## src/rtl/spc700_muldiv_seq_pkg.sv

```systemverilog
// spc700_muldiv_seq_pkg: shared types and secondary-op codes for the SPC700 mul/div sequencer.
//   SECOP_*        : datapath secondary-op encodings
//   muldiv_state_t : sequencer states
//   muldiv_wb_r    : registered write-back packet (YA plus PSW N/Z/V/H and V/H write enable)
package spc700_muldiv_seq_pkg;
  localparam logic [3:0] SECOP_MD_LOAD = 4'b0000;
  localparam logic [3:0] SECOP_MUL     = 4'b1110;
  localparam logic [3:0] SECOP_DIV     = 4'b1111;
  typedef enum logic [2:0] {IDLE, LOAD, MUL_IT, DIV_IT, DIV_RD, WB} muldiv_state_t;
  typedef struct packed {
    logic [15:0] ya;
    logic        n;
    logic        z;
    logic        v;
    logic        h;
    logic        vh_we;
  } muldiv_wb_r;
endpackage

```

## src/rtl/spc700_muldiv_seq.sv

```systemverilog
// spc700_muldiv_seq: sequences MUL YA / DIV YA,X through the mul/div datapath and registers the write-back packet.
//   CLK, RST_N (sync, active-low), CE (clock enable)
//   START, OP (0 = MUL, 1 = DIV)      : request from the micro-sequencer
//   BUSY, DONE                        : status; DONE is a one CE-cycle pulse
//   MD_EN, MD_SECOP                   : datapath control
//   MD_RES, MD_ZO, MD_VO, MD_HO       : datapath result and flags
//   WB_YA, WB_N/Z/V/H, WB_VH_WE       : write-back packet to the register file
module spc700_muldiv_seq
  import spc700_muldiv_seq_pkg::*;
#(
  parameter int MUL_ITER = 8,
  parameter int DIV_ITER = 9
) (
  input  logic        CLK,
  input  logic        RST_N,
  input  logic        CE,
  input  logic        START,
  input  logic        OP,
  output logic        BUSY,
  output logic        DONE,
  output logic        MD_EN,
  output logic [3:0]  MD_SECOP,
  input  logic [15:0] MD_RES,
  input  logic        MD_ZO,
  input  logic        MD_VO,
  input  logic        MD_HO,
  output logic [15:0] WB_YA,
  output logic        WB_N,
  output logic        WB_Z,
  output logic        WB_V,
  output logic        WB_H,
  output logic        WB_VH_WE
);
  localparam int CW = $clog2(MUL_ITER > DIV_ITER ? MUL_ITER : DIV_ITER);
  muldiv_state_t state;
  logic [CW-1:0] cnt;
  logic          op_div;
  logic          busy_r;
  logic          done_r;
  logic          en_r;
  logic [3:0]    secop_r;
  muldiv_wb_r    wb;
  always_ff @(posedge CLK) begin
    if (!RST_N) begin
      state   <= IDLE;
      cnt     <= '0;
      op_div  <= 1'b0;
      busy_r  <= 1'b0;
      done_r  <= 1'b0;
      en_r    <= 1'b0;
      secop_r <= SECOP_MD_LOAD;
      wb      <= '0;
    end else if (CE) begin
      case (state)
        IDLE: if (START) begin
          state   <= LOAD;
          op_div  <= OP;
          busy_r  <= 1'b1;
          en_r    <= 1'b1;
          secop_r <= SECOP_MD_LOAD;
        end
        LOAD: begin
          state   <= op_div ? DIV_IT : MUL_IT;
          cnt     <= '0;
          secop_r <= op_div ? SECOP_DIV : SECOP_MUL;
        end
        MUL_IT: begin
          cnt <= cnt + 1'b1;
          // The datapath output already holds the full product during the last step cycle.
          if (cnt == CW'(MUL_ITER - 1)) begin
            state   <= WB;
            en_r    <= 1'b0;
            secop_r <= SECOP_MD_LOAD;
            done_r  <= 1'b1;
            wb      <= '{ya: MD_RES, n: MD_RES[15], z: MD_ZO, v: 1'b0, h: 1'b0, vh_we: 1'b0};
          end
        end
        DIV_IT: begin
          cnt <= cnt + 1'b1;
          // Keep SECOP at div/read but stop stepping so the result settles for one read cycle.
          if (cnt == CW'(DIV_ITER - 1)) begin
            state <= DIV_RD;
            en_r  <= 1'b0;
          end
        end
        DIV_RD: begin
          state   <= WB;
          secop_r <= SECOP_MD_LOAD;
          done_r  <= 1'b1;
          wb      <= '{ya: MD_RES, n: MD_RES[7], z: MD_ZO, v: MD_VO, h: MD_HO, vh_we: 1'b1};
        end
        WB: begin
          state    <= IDLE;
          busy_r   <= 1'b0;
          done_r   <= 1'b0;
          wb.vh_we <= 1'b0;
        end
        default: state <= IDLE;
      endcase
    end
  end
  // The datapath must not step on a disabled cycle, so the enable is gated by CE.
  assign MD_EN    = en_r & CE;
  assign MD_SECOP = secop_r;
  assign BUSY     = busy_r;
  assign DONE     = done_r;
  assign WB_YA    = wb.ya;
  assign WB_N     = wb.n;
  assign WB_Z     = wb.z;
  assign WB_V     = wb.v;
  assign WB_H     = wb.h;
  assign WB_VH_WE = wb.vh_we;
endmodule

```

## config.mk

```make
export PLATFORM = sky130hd
export DESIGN_NAME = spc700_muldiv_seq
export DESIGN_NICKNAME = d
export VERILOG_FILES = /design/src/rtl/spc700_muldiv_seq_pkg.sv /design/src/rtl/spc700_muldiv_seq.sv
export SDC_FILE = /design/constraint.sdc
export NUM_CORES = 1
export LEC_CHECK = 0
export CORE_MARGIN = 2
export CORE_UTILIZATION = 41
export CTS_CLUSTER_SIZE = 28
export DETAILED_ROUTE_END_ITERATION = 6
export GPL_TIMING_DRIVEN = 1
export PLACE_DENSITY = 0.74
export SETUP_SLACK_MARGIN = 0.1
export SLEW_MARGIN = 30
export SYNTH_ARGS = -nofsm -noshare
export SYNTH_HDL_FRONTEND = slang
export SYNTH_SLANG_ARGS = --single-unit
```

## constraint.sdc

```tcl
create_clock -name CLK -period 3.05 [get_ports CLK]
set_clock_uncertainty 0.15 [all_clocks]
set_input_delay 0.61 -clock CLK [delete_from_list [all_inputs] [get_ports CLK]]
set_output_delay 0.61 -clock CLK [all_outputs]
set_load 0.01 [all_outputs]
```

clock_map.png
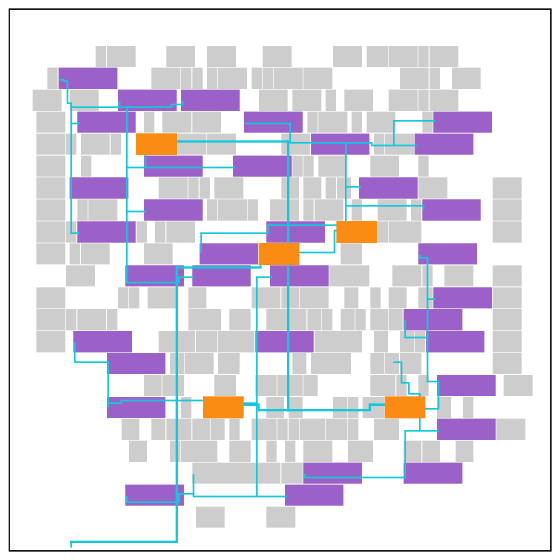
legend:
  clock wires:
    color: cyan
    length: 463 um
  cells driving clock nets:
    color: orange
    count: 5
  flip-flops:
    color: purple
    count: 34
flops lie: widely spread
routed clock nets: 6

==> results.tsv <==
stage	metric	value	unit
run_status	status	completed	
global_route	first-pass GRT wire length	5.35	mm
yosys	Post-Syn Instances	184	
setup_path	r2r startpoint	state[1]	
clock_network	Resize count post-CTS	0	
setup_path	worst setup path class	input pin to output pin	
setup_path	CP max FO	2	
hold_path	HP Class	flip-flop to flip-flop	
clock_network	H-tree levels	2	
floorplanning	Die ar.	4480	sq um
timing	Least-Margin Pin Slew	0.595	ns
floorplanning	Die X	67.0	um
timing	setup_tns	0	ns
drt	routed len/inst	11.7	um
finish	post-route insts no fill	279	
drt	Vias/cell	4.89	
timing	Slew Limit Headroom	0.603	
power_and_ir_drop	Design Power	0.968	mW
run	Max Cap Viol	0	
drt	top sig layer	met4	
timing	period utilization	0.834	
drt	post-route ant nets	0	
setup_path	Worst Setup SP	CE	
power_and_ir_drop	Power Internal	0.747	mW
floorplanning	FP Core Util	0.434	
yosys	Seq cells post-synth	34	
finish	Final nets	256	
placement	Placed Instances	271	
power_and_ir_drop	Sw Share	0.229	
drt	Iter 0 DRT Violations	71	
yosys	Post-synth ARST share	0	
yosys	post-synthesis cell type count	37	
yosys	commonest cells in the synthesized netlist	nand2_1, dfxtp_1, mux2i_1, clkbuf_1	
yosys	mean area per synthesized cell	8.83	sq um
setup_path	Crit path largest cell delay	0.52	ns
drt	Routed WL	3.27	mm
clock_network	cts bufs inserted	5	
power_and_ir_drop	Seq pwr share	0.478	
clock_network	postcts setup bufs	0	
global_route	initial antenna violation count	0	
placement	Placement Setup Slack	0.477	ns
clock_network	clk buf depth	2	
yosys	Largest cells by area	dfxtp_1, mux2i_1, nand2_1, nor2b_4, nor2b_1	
drt	Detailed Routing Iterations Pass 1	4	
drt	Met3 Wirelength	221	um
global_route	largest net degree at the start of global routing	54	
yosys	Dominant cell area share	0.419	
floorplanning	IO Pins	52	
timing	Max Slew Vio Count	0	
global_route	gr ovfl total	0	
run	tool warning count	27	
clock_network	hold_buf cts	0	
timing	final setup margin	0.508	ns
setup_path	Worst EP required	2.29	ns
floorplanning	area of the core	3740	sq um
setup_path	Slowest-stage cell, CP	clkdlybuf4s50_1	
placement	Cell Area, Placed	2130	sq um
power_and_ir_drop	clock share of power	0.421	
drt	DRC	0	
yosys	synth warn	0	
finish	area grow syn2layout	37.7	%
clock_network	Worst-Skew Late Latency	0.29	ns
power_and_ir_drop	Net Sw Power	0.221	mW
yosys	Post-synth EDFFs	0	
placement	HPWL Detailed	2.30	mm
floorplanning	Die Y	67.0	um
yosys	Syn Nets	210	
yosys	most frequent cell after synthesis	nand2_1	
global_route	Total GRT Usage	0.160	
clock_network	Reg clk slew, reported paths	0.07	ns
setup_path	crit end category	output pin	
global_route	vias in the first global route	1214	
timing	RSZ-0062 raised after global routing	false	
finish	n_diodes	0	
clock_network	CTS tree	built	
placement	routability cong.	0.735	
timing	final tally of hold violations	0	
drt	metal2 WL	1.45	mm
power_and_ir_drop	Pwr Density	433	nW/um^2
setup_path	crit path DAT	1.78	ns
finish	layout cells sized above 1	0.0779	
yosys	Dominant Register Cell	dfxtp_1	
timing	Hold WS	0.295	ns
power_and_ir_drop	combinational group share of total power	0.101	
timing	final setup vio count	0	
yosys	mapped cell area	1630	sq um
timing	min cycle time layout	2.54	ns
placement	port bufs	51	
drt	WL met1	1.53	mm
yosys	Synth Seq Share	0.419	
power_and_ir_drop	maximum vdd drop	0.000228	V
hold_path	min-delay src	BUSY	
yosys	post-synthesis cell count from yosys	184	
clock_network	Sink Count	34	
setup_path	Worst setup SP type	input pin	
setup_path	most frequent CP cell	clkdlybuf4s50_1	
drt	DR vias	1364	
power_and_ir_drop	leakage	0.797	nW
yosys	post-synth top area cell	dfxtp_1	
floorplanning	# rows	22	
clock_network	clock root cell	clkbuf_8	
setup_path	Critical Path, Cell by Cell	clkdlybuf4s50_1 -> and2_1 -> clkdlybuf4s50_1	
timing	maximum clock rate	393	MHz
yosys	synthesis area per yosys	1630	sq um
cell_classes.png
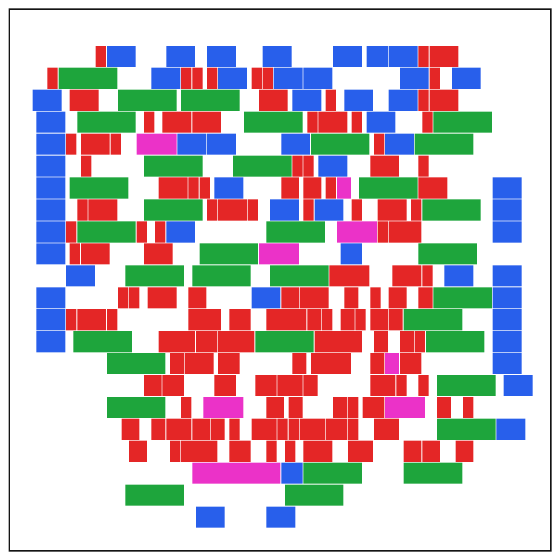
legend:
  other buffers and delay cells:
    color: blue
    cells: 54
  all other logic:
    color: red
    cells: 135
  clock drivers and dummy loads:
    color: magenta
    cells: 8
  flip-flops:
    color: green
    cells: 34
final core occ: 0.598
Seq area share: 0.304
post-layout instance area: 2240 sq um

==> cell usage in the layout, fill, tap and decap left out, drive strengths merged, types with 2 or more instances in the layout <==
cell type / Yosys / routed
a21boi: 2 / 2
a21oi: 6 / 6
a22oi: 3 / 3
and3: 2 / 2
buf: 8 / 3
clkbuf: 7 / 5
clkdlybuf4s50: 0 / 51
clkinv: 0 / 2
dfxtp: 34 / 34
ha: 2 / 2
inv: 3 / 3
mux2i: 22 / 22
nand2: 49 / 49
nand3: 6 / 6
nand3b: 2 / 2
nand4: 2 / 2
nor2: 5 / 5
nor2b: 10 / 10
o21ai: 5 / 5
o22ai: 2 / 2
==> worst paths after layout <==
check / slack (ns) / depth (start not counted) / end
hold / removal: 0.29 / 2 / BUSY
setup / recovery: 0.51 / 3 / MD_EN
setup reg to reg: 1.08 / 5 / WB_YA[9]
hold reg to reg: 0.29 / 2 / BUSY
==> power by group through the flow <==
stage / clock network (mW) / registers (mW) / logic [mW]
after CTS: 0.418 / 0.463 / 0.0979
after detailed placement: 0 / 0.473 / 0.0975
final: 0.408 / 0.463 / 0.0973
after global routing: 0.435 / 0.465 / 0.108
after floorplan: 0 / 0.466 / 0.0604
after global placement: 0 / 0.473 / 0.0970
==> registers in the layout, indices dropped and copies added, names as in the netlist, 2 cells and up <==
register  count
MD_SECOP      2
WB_YA        16
cnt           4
state         3
==> worst max-delay path, delay by kind of cell <==
family	cells	cell delay (ns)
buffers and inverters	2	1.03
and+or+nand+nor	1	0.14
==> kinds of logic (layout without fill, tap and decap cells) <==
group | Yosys count | in the layout | synth area share
simple gates | 81 | 81 | 0.247
flops | 34 | 34 | 0.419
compound gates | 26 | 26 | 0.115
mux | 23 | 23 | 0.142
buf+inv | 18 | 65 | 0.0616
fa+ha+maj | 2 | 2 | 0.0154
==> final cells by class <==
cell class,count,area (sq um)
Multi-Input combinational cell,132,845
Fill cell,357,1510
Inverter,3,11.3
Clock inverter,3,40.0
Clock buffer,5,68.8
Sequential cell,34,681
Timing Repair Buffer,54,533
Tap cell,48,60.1
==> layer usage <==
layer,up-vias,track usage
met3,5,0.0574
met1,605,0.204
met2,39,0.239
met4,0,0.0765
li1,715,-
met5,-,0
Power figures rest on the tool's default switching activity, not on a simulated workload.
